`config.mk`:
```
export PLATFORM = sky130hd
export DESIGN_NAME = conv_relu_pool
export DESIGN_NICKNAME = d
export VERILOG_FILES = /design/src/rtl/conv_relu_pool.sv
export SDC_FILE = /design/constraint.sdc
export NUM_CORES = 1
export LEC_CHECK = 0
export ABC_AREA = 1
export CORE_MARGIN = 4
export CORE_UTILIZATION = 55
export DETAILED_ROUTE_END_ITERATION = 10
export PLACE_DENSITY = 0.74
export SLEW_MARGIN = 20
export SYNTH_ARGS = -nofsm -noshare
export SYNTH_HDL_FRONTEND = slang
export SYNTH_SLANG_ARGS = --single-unit
```
`constraint.sdc`:
```
create_clock -name clk -period 2.9 [get_ports clk]
set_input_delay 0.435 -clock clk [delete_from_list [all_inputs] [get_ports clk]]
set_output_delay 0.435 -clock clk [all_outputs]
set_load 0.005 [all_outputs]
```
`src/rtl/conv_relu_pool.sv`:
```
// conv_relu_pool
//   Sits after the conv PE. Each raster-ordered 2*WIDTH-bit signed conv
//   result is optionally rectified and then 2x2 max-pooled with stride 2.
//   One pooled value is emitted per window as a valid-qualified stream.
//   There is no backpressure because the upstream PE cannot stall.
//
//   Build option: define RELU_EN to rectify pixels (negative -> 0) before
//   pooling. When it is undefined the block is a plain signed max-pool.
//
//   Ports
//     clk        rising-edge clock
//     rst_n      asynchronous active-low reset
//     clear      synchronous frame abort (counters, partial max, outputs)
//     in_valid   data_in carries a conv result this cycle
//     data_in    signed conv result, 2*WIDTH bits
//     out_valid  one-cycle pulse per pooled value
//     data_out   pooled value, held until the next pooled output
//     frame_done one-cycle pulse alongside the last pooled value of a frame
module conv_relu_pool #(
    parameter int WIDTH   = 9,
    parameter int ROW_LEN = 10,
    parameter int COL_LEN = 10
) (
    input  logic                 clk,
    input  logic                 rst_n,
    input  logic                 clear,
    input  logic                 in_valid,
    input  logic [2*WIDTH-1:0]   data_in,
    output logic                 out_valid,
    output logic [2*WIDTH-1:0]   data_out,
    output logic                 frame_done
);

    localparam int DW       = 2 * WIDTH;
    localparam int CW       = $clog2(ROW_LEN);
    localparam int RW       = $clog2(COL_LEN);
    localparam int LB_DEPTH = ROW_LEN / 2;
    localparam int LB_AW    = (LB_DEPTH > 1) ? $clog2(LB_DEPTH) : 1;
    localparam int LAST_COL = (ROW_LEN / 2) * 2 - 1;
    localparam int LAST_ROW = (COL_LEN / 2) * 2 - 1;

    logic        [CW-1:0]    r_col_cnt;
    logic        [RW-1:0]    r_row_cnt;
    logic signed [DW-1:0]    r_h_max;
    logic signed [DW-1:0]    r_lbuf [0:LB_DEPTH-1];
    logic                    r_out_valid;
    logic        [DW-1:0]    r_data_out;
    logic                    r_frame_done;

    logic signed [DW-1:0]    w_v;
    logic        [LB_AW-1:0] w_lb_idx;
    logic signed [DW-1:0]    w_lb_rd;
    logic signed [DW-1:0]    w_max_hv;
    logic signed [DW-1:0]    w_max_all;
    logic                    w_col_use;
    logic                    w_row_use;
    logic                    w_col_wrap;
    logic                    w_row_wrap;
    logic                    w_last_win;

`ifdef RELU_EN
    assign w_v = data_in[DW-1] ? '0 : $signed(data_in);
`else
    assign w_v = $signed(data_in);
`endif

    assign w_lb_idx  = LB_AW'(r_col_cnt >> 1);
    assign w_lb_rd   = r_lbuf[w_lb_idx];
    assign w_max_hv  = (r_h_max > w_v) ? r_h_max : w_v;
    assign w_max_all = (w_lb_rd > w_max_hv) ? w_lb_rd : w_max_hv;

    // With an odd dimension the trailing column/row has no partner and is
    // consumed without touching the pooling state.
    assign w_col_use = !((ROW_LEN % 2 == 1) && (r_col_cnt == CW'(ROW_LEN - 1)));
    assign w_row_use = !((COL_LEN % 2 == 1) && (r_row_cnt == RW'(COL_LEN - 1)));

    assign w_col_wrap = (r_col_cnt == CW'(ROW_LEN - 1));
    assign w_row_wrap = (r_row_cnt == RW'(COL_LEN - 1));
    assign w_last_win = (r_row_cnt == RW'(LAST_ROW)) && (r_col_cnt == CW'(LAST_COL));

    always_ff @(posedge clk or negedge rst_n) begin
        if (!rst_n) begin
            r_col_cnt    <= '0;
            r_row_cnt    <= '0;
            r_h_max      <= '0;
            r_out_valid  <= 1'b0;
            r_data_out   <= '0;
            r_frame_done <= 1'b0;
            for (int i = 0; i < LB_DEPTH; i++) begin
                r_lbuf[i] <= '0;
            end
        end else if (clear) begin
            // Line buffer is left alone: every entry is rewritten on the
            // even row before the odd row reads it back.
            r_col_cnt    <= '0;
            r_row_cnt    <= '0;
            r_h_max      <= '0;
            r_out_valid  <= 1'b0;
            r_frame_done <= 1'b0;
        end else begin
            r_out_valid  <= 1'b0;
            r_frame_done <= 1'b0;
            if (in_valid) begin
                if (w_col_use && w_row_use) begin
                    if (!r_col_cnt[0]) begin
                        r_h_max <= w_v;
                    end else if (!r_row_cnt[0]) begin
                        r_lbuf[w_lb_idx] <= w_max_hv;
                    end else begin
                        r_data_out   <= w_max_all;
                        r_out_valid  <= 1'b1;
                        r_frame_done <= w_last_win;
                    end
                end

                if (w_col_wrap) begin
                    r_col_cnt <= '0;
                    r_row_cnt <= w_row_wrap ? '0 : r_row_cnt + 1'b1;
                end else begin
                    r_col_cnt <= r_col_cnt + 1'b1;
                end
            end
        end
    end

    assign out_valid  = r_out_valid;
    assign data_out   = r_data_out;
    assign frame_done = r_frame_done;

endmodule

```
Fig. 1: signal wires on met4
Cells faint in the background.
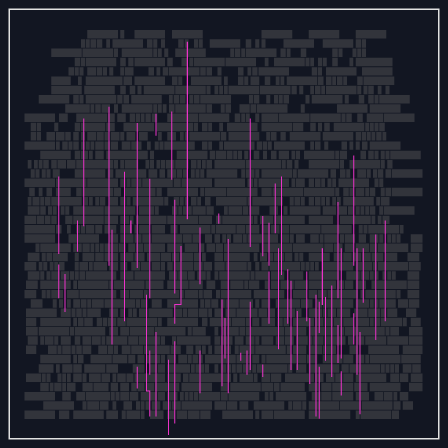
- share of all routed wire: 5.0%
- longest straight run: 51.7 um
total via count in the routed design: 7888
drt total wl: 25.87 mm

Fig. 2: routed metal per tile
25 x 25 tiles, from dark blue (low) to red (high), scaled to the fullest tile. Values are wire area over tile area, all layers added.
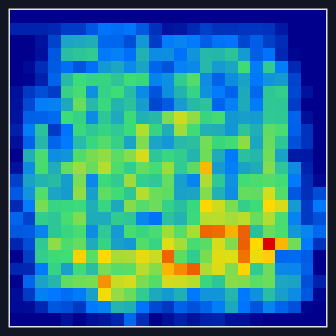
- tiles over half the peak: 25%
- nearly empty tiles: 12%
- emptiest ninth of the die: north-east
- mean over tiles: 0.27

Fig. 3: clock nets
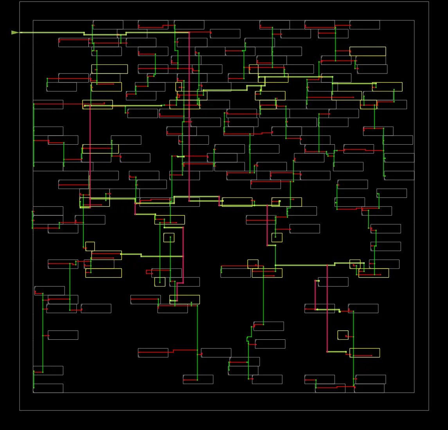
worst-skew pair later-pin latency: 0.44 ns
count of clock-net buffers in the final layout: 19
number of buffers created by CTS: 17
count of sequential standard cells: 136
TritonCTS sink count: 136

Fig. 4: clock distribution
The bar under the picture is 50 um long.
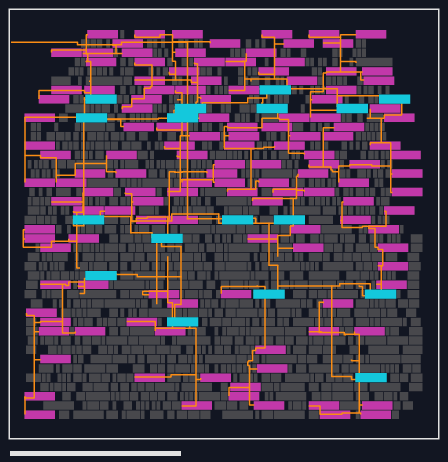
- cyan: clock-net drivers (count 17)
- magenta: flip-flops (count 136)
- orange: clock wires (length 1820 um)
- flops lie: widely spread
- routed clock nets: 18

Fig. 5: cells coloured by class
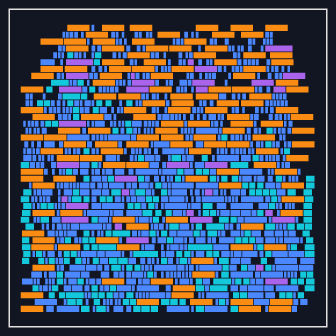
- orange: registers (cells 136; share of their area 31%)
- purple: clock drivers and dummy loads (cells 32; share of their area 5.9%)
- blue: remaining logic cells (cells 784; share of their area 46%)
- cyan: remaining buffers and delay cells (cells 209; share of their area 17%)

==> flow_summary.rst <==
Physical design figures
=======================

.. list-table::
   :header-rows: 1

   * - Metric
     - Value
   * - DP Worst Slack
     - -1.331 ns
   * - Floorplan Core Area
     - 13350 sq um
   * - Worst reg2reg startpoint
     - r_h_max[9]
   * - Highest routing layer actually used
     - met4
   * - Worst vdd ir
     - 0.0007334 V
   * - Outcome
     - complete, but fails checks
   * - Sequential cell power
     - 2.85 mW
   * - Count of antenna diodes in the layout
     - 0
   * - Post-synthesis instance area
     - 7584 sq um
   * - Data arrival time of the worst path
     - 4.14 ns
   * - Async set-reset flop share out of synthesis
     - 100.0%
   * - Met2 Use GR
     - 51.83%
   * - XOR/XNOR Fraction of Synth Area
     - 0%
   * - Portion of the clock cycle consumed by the worst path in the final layout
     - 132.0%
   * - Fin Hold WS
     - 0.4831 ns
   * - Clock-cell share of area
     - 5.807%
   * - Cell count after placement
     - 1263
   * - Total I/O pin count
     - 42
   * - Number of synthesized register bits
     - 136
   * - Yosys Warn Count
     - 0
   * - Grt ovf
     - 0
   * - Average footprint of a synthesized cell
     - 7.924 sq um
   * - Req. time, crit path
     - 3.21 ns
   * - First-iteration detailed-routing DRC count
     - 783
   * - Cell total in the yosys stat output
     - 957
   * - Kind of start point of the critical path
     - register
   * - Layout buffering overhead excluding clock cells
     - 16.80%
   * - Worst Setup EP
     - data_out[15]
   * - Flop pwr share
     - 23.9%
   * - Top Consumer
     - combinational cells
   * - Vertical die size
     - 125.4 um
   * - AND/OR/NAND/NOR Cells, Area Fraction
     - 30.70%
   * - Largest delay contributor family on the critical path
     - simple AND/OR/NAND/NOR gates
   * - Sequential cell area fraction in the yosys report
     - 44.88%
   * - Tool warning count
     - 30
   * - Relative slew slack
     - 47.37%
   * - Violated checks
     - negative setup slack
   * - Startpoint of the most critical hold path
     - data_in[3]
   * - Total DRC errors in the routed layout
     - 0
   * - Largest fanout on the critical path
     - 7
   * - Floorplan core density
     - 56.81%
   * - Placement Cell Area
     - 9520 sq um
   * - Clock Skew
     - 0.01023 ns
   * - Crit path buf inv count
     - 5
   * - CTS tree
     - done
   * - Stages on the worst setup path
     - 24
   * - Met3 WL
     - 1.674 mm
   * - Placer's final routability congestion estimate
     - 0.8988
   * - Total Nets Final
     - 1208
   * - Post-synth cell types
     - 34
   * - Initial antenna violation count
     - 0
   * - Register share of the cell area
     - 30.61%
   * - Mux cell area share
     - 0%
   * - Mi-comb count
     - 707
   * - Critical Path Most Common Cell
     - nand2_2
   * - Reg-to-reg slack, setup
     - -0.93 ns
   * - Worst hold-check path type
     - in2reg
   * - Slowest cell on the critical path
     - dfrtp_1
   * - Cells along the critical path
     - ha_4 > a21o_1 > nor2_2 > nand2_1 > nand2_2 > nand3_2 > nand2_2 > nand2_4 > buf_6 > buf_12 > buf_4 > nand3_1 > nand2_2 > ha_4 > inv_1 > o21bai_1 > nand2_2 > nand4_1 > buf_6 > nand3_4 > nor2_4 > nor2_2 > nand2_1 > nand2_1
   * - H-Tree Depth
     - 4
   * - Endpoint class of the critical path
     - register
   * - Net Sw Frac
     - 41.85%
   * - Pins over their slew limit
     - 0
   * - Count of nets left with antenna violations after detail routing
     - 0
   * - Number of synthesized flops with an enable pin
     - 0
   * - Relative contribution of the clock network to total power
     - 19.9%
   * - Footprint of the multi-input gates
     - 4659 sq um
   * - GR Util met1
     - 38.26%
   * - Number of global-route vias before repair
     - 7717
   * - Most common cell after layout, fill and taps aside
     - nand2_1
   * - Post-detailed-route wirelength per cell
     - 19.35 um
   * - Hold path cells
     - 5
   * - Dominant combinational cell family by area after synthesis
     - simple AND/OR/NAND/NOR gates
   * - Pleak
     - 5.364 nW
   * - Number of placement rows
     - 42
   * - HPWL after DPL
     - 14.47 mm
   * - Commonest cells after routing, fill and taps aside
     - nand2_1 (198), buf_4 (140), dfrtp_1 (136)
   * - Terminating pin of the worst hold path
     - data_out[3]
   * - Number of hold violations in the final report
     - 0
   * - Biggest cell category by area in the final layout
     - combinational gates
   * - Power drawn by the clock network
     - 2.38 mW
   * - AO/OA Area Share
     - 11.53%
   * - Most utilized layer in the global route result
     - met2
   * - Fraction of layout instances using a drive strength above 1
     - 34.88%
   * - Worst Path Class, Setup
     - reg2reg
   * - Worst Setup SP
     - r_h_max[9]
   * - Number of instances in the synthesized netlist
     - 957
   * - Share of the final layout cell area in multi-input gates
     - 41.91%
   * - Via/cell ratio
     - 5.900
   * - GRT Resource Usage Total
     - 30.29%
   * - Post-route total power
     - 11.94 mW
   * - Max-capacitance violation count
     - 0
   * - Setup-failing EPs final
     - 18
   * - Number of nets at floorplan
     - 1017
   * - Clock tree root buffer cell
     - clkbuf_16
   * - Port-buffer cells
     - 41
   * - Worst setup slack after layout
     - -0.9283 ns
   * - Met3 Usage GRT
     - 6.652%
   * - Top FF cell, synth
     - dfrtp_1
   * - Number of buffers on the longest clock path
     - 2
   * - Biggest cell delay along the critical path
     - 0.42 ns
   * - Met2 wirelength from detailed routing
     - 12.95 mm
==> timing repair <==
item | CTS | global route
hold buffers | 1 | 0
endpoints found under the setup margin | 18 | 18
cloned | 5 | 0
endpoints found under the hold margin | 37 | 0
buffers inserted | 25 | 11
pin swaps | 57 | 75
gates resized | 85 | 72
==> cell usage after synthesis, drive strengths merged, types with 6 or more instances <==
cell type,count,area share [%]
o21ai,8,0.53
nand3,81,6.3
nand2,264,15
nor2,152,7.6
o32ai,17,2.0
buf,26,2.1
a21oi,119,8.3
nand4,6,0.50
ha,38,6.3
clkbuf,14,0.69
inv,74,3.7
dfrtp,136,45
nor3,9,0.87
==> sequential cells by signal, indices dropped and copies added (netlist names) <==
register and count:
data_out 18, frame_done 1, r_row_cnt 4, r_lbuf 90, out_valid 1, r_col_cnt 4, r_h_max 18
Power figures rest on the tool's default switching activity, not on a simulated workload.
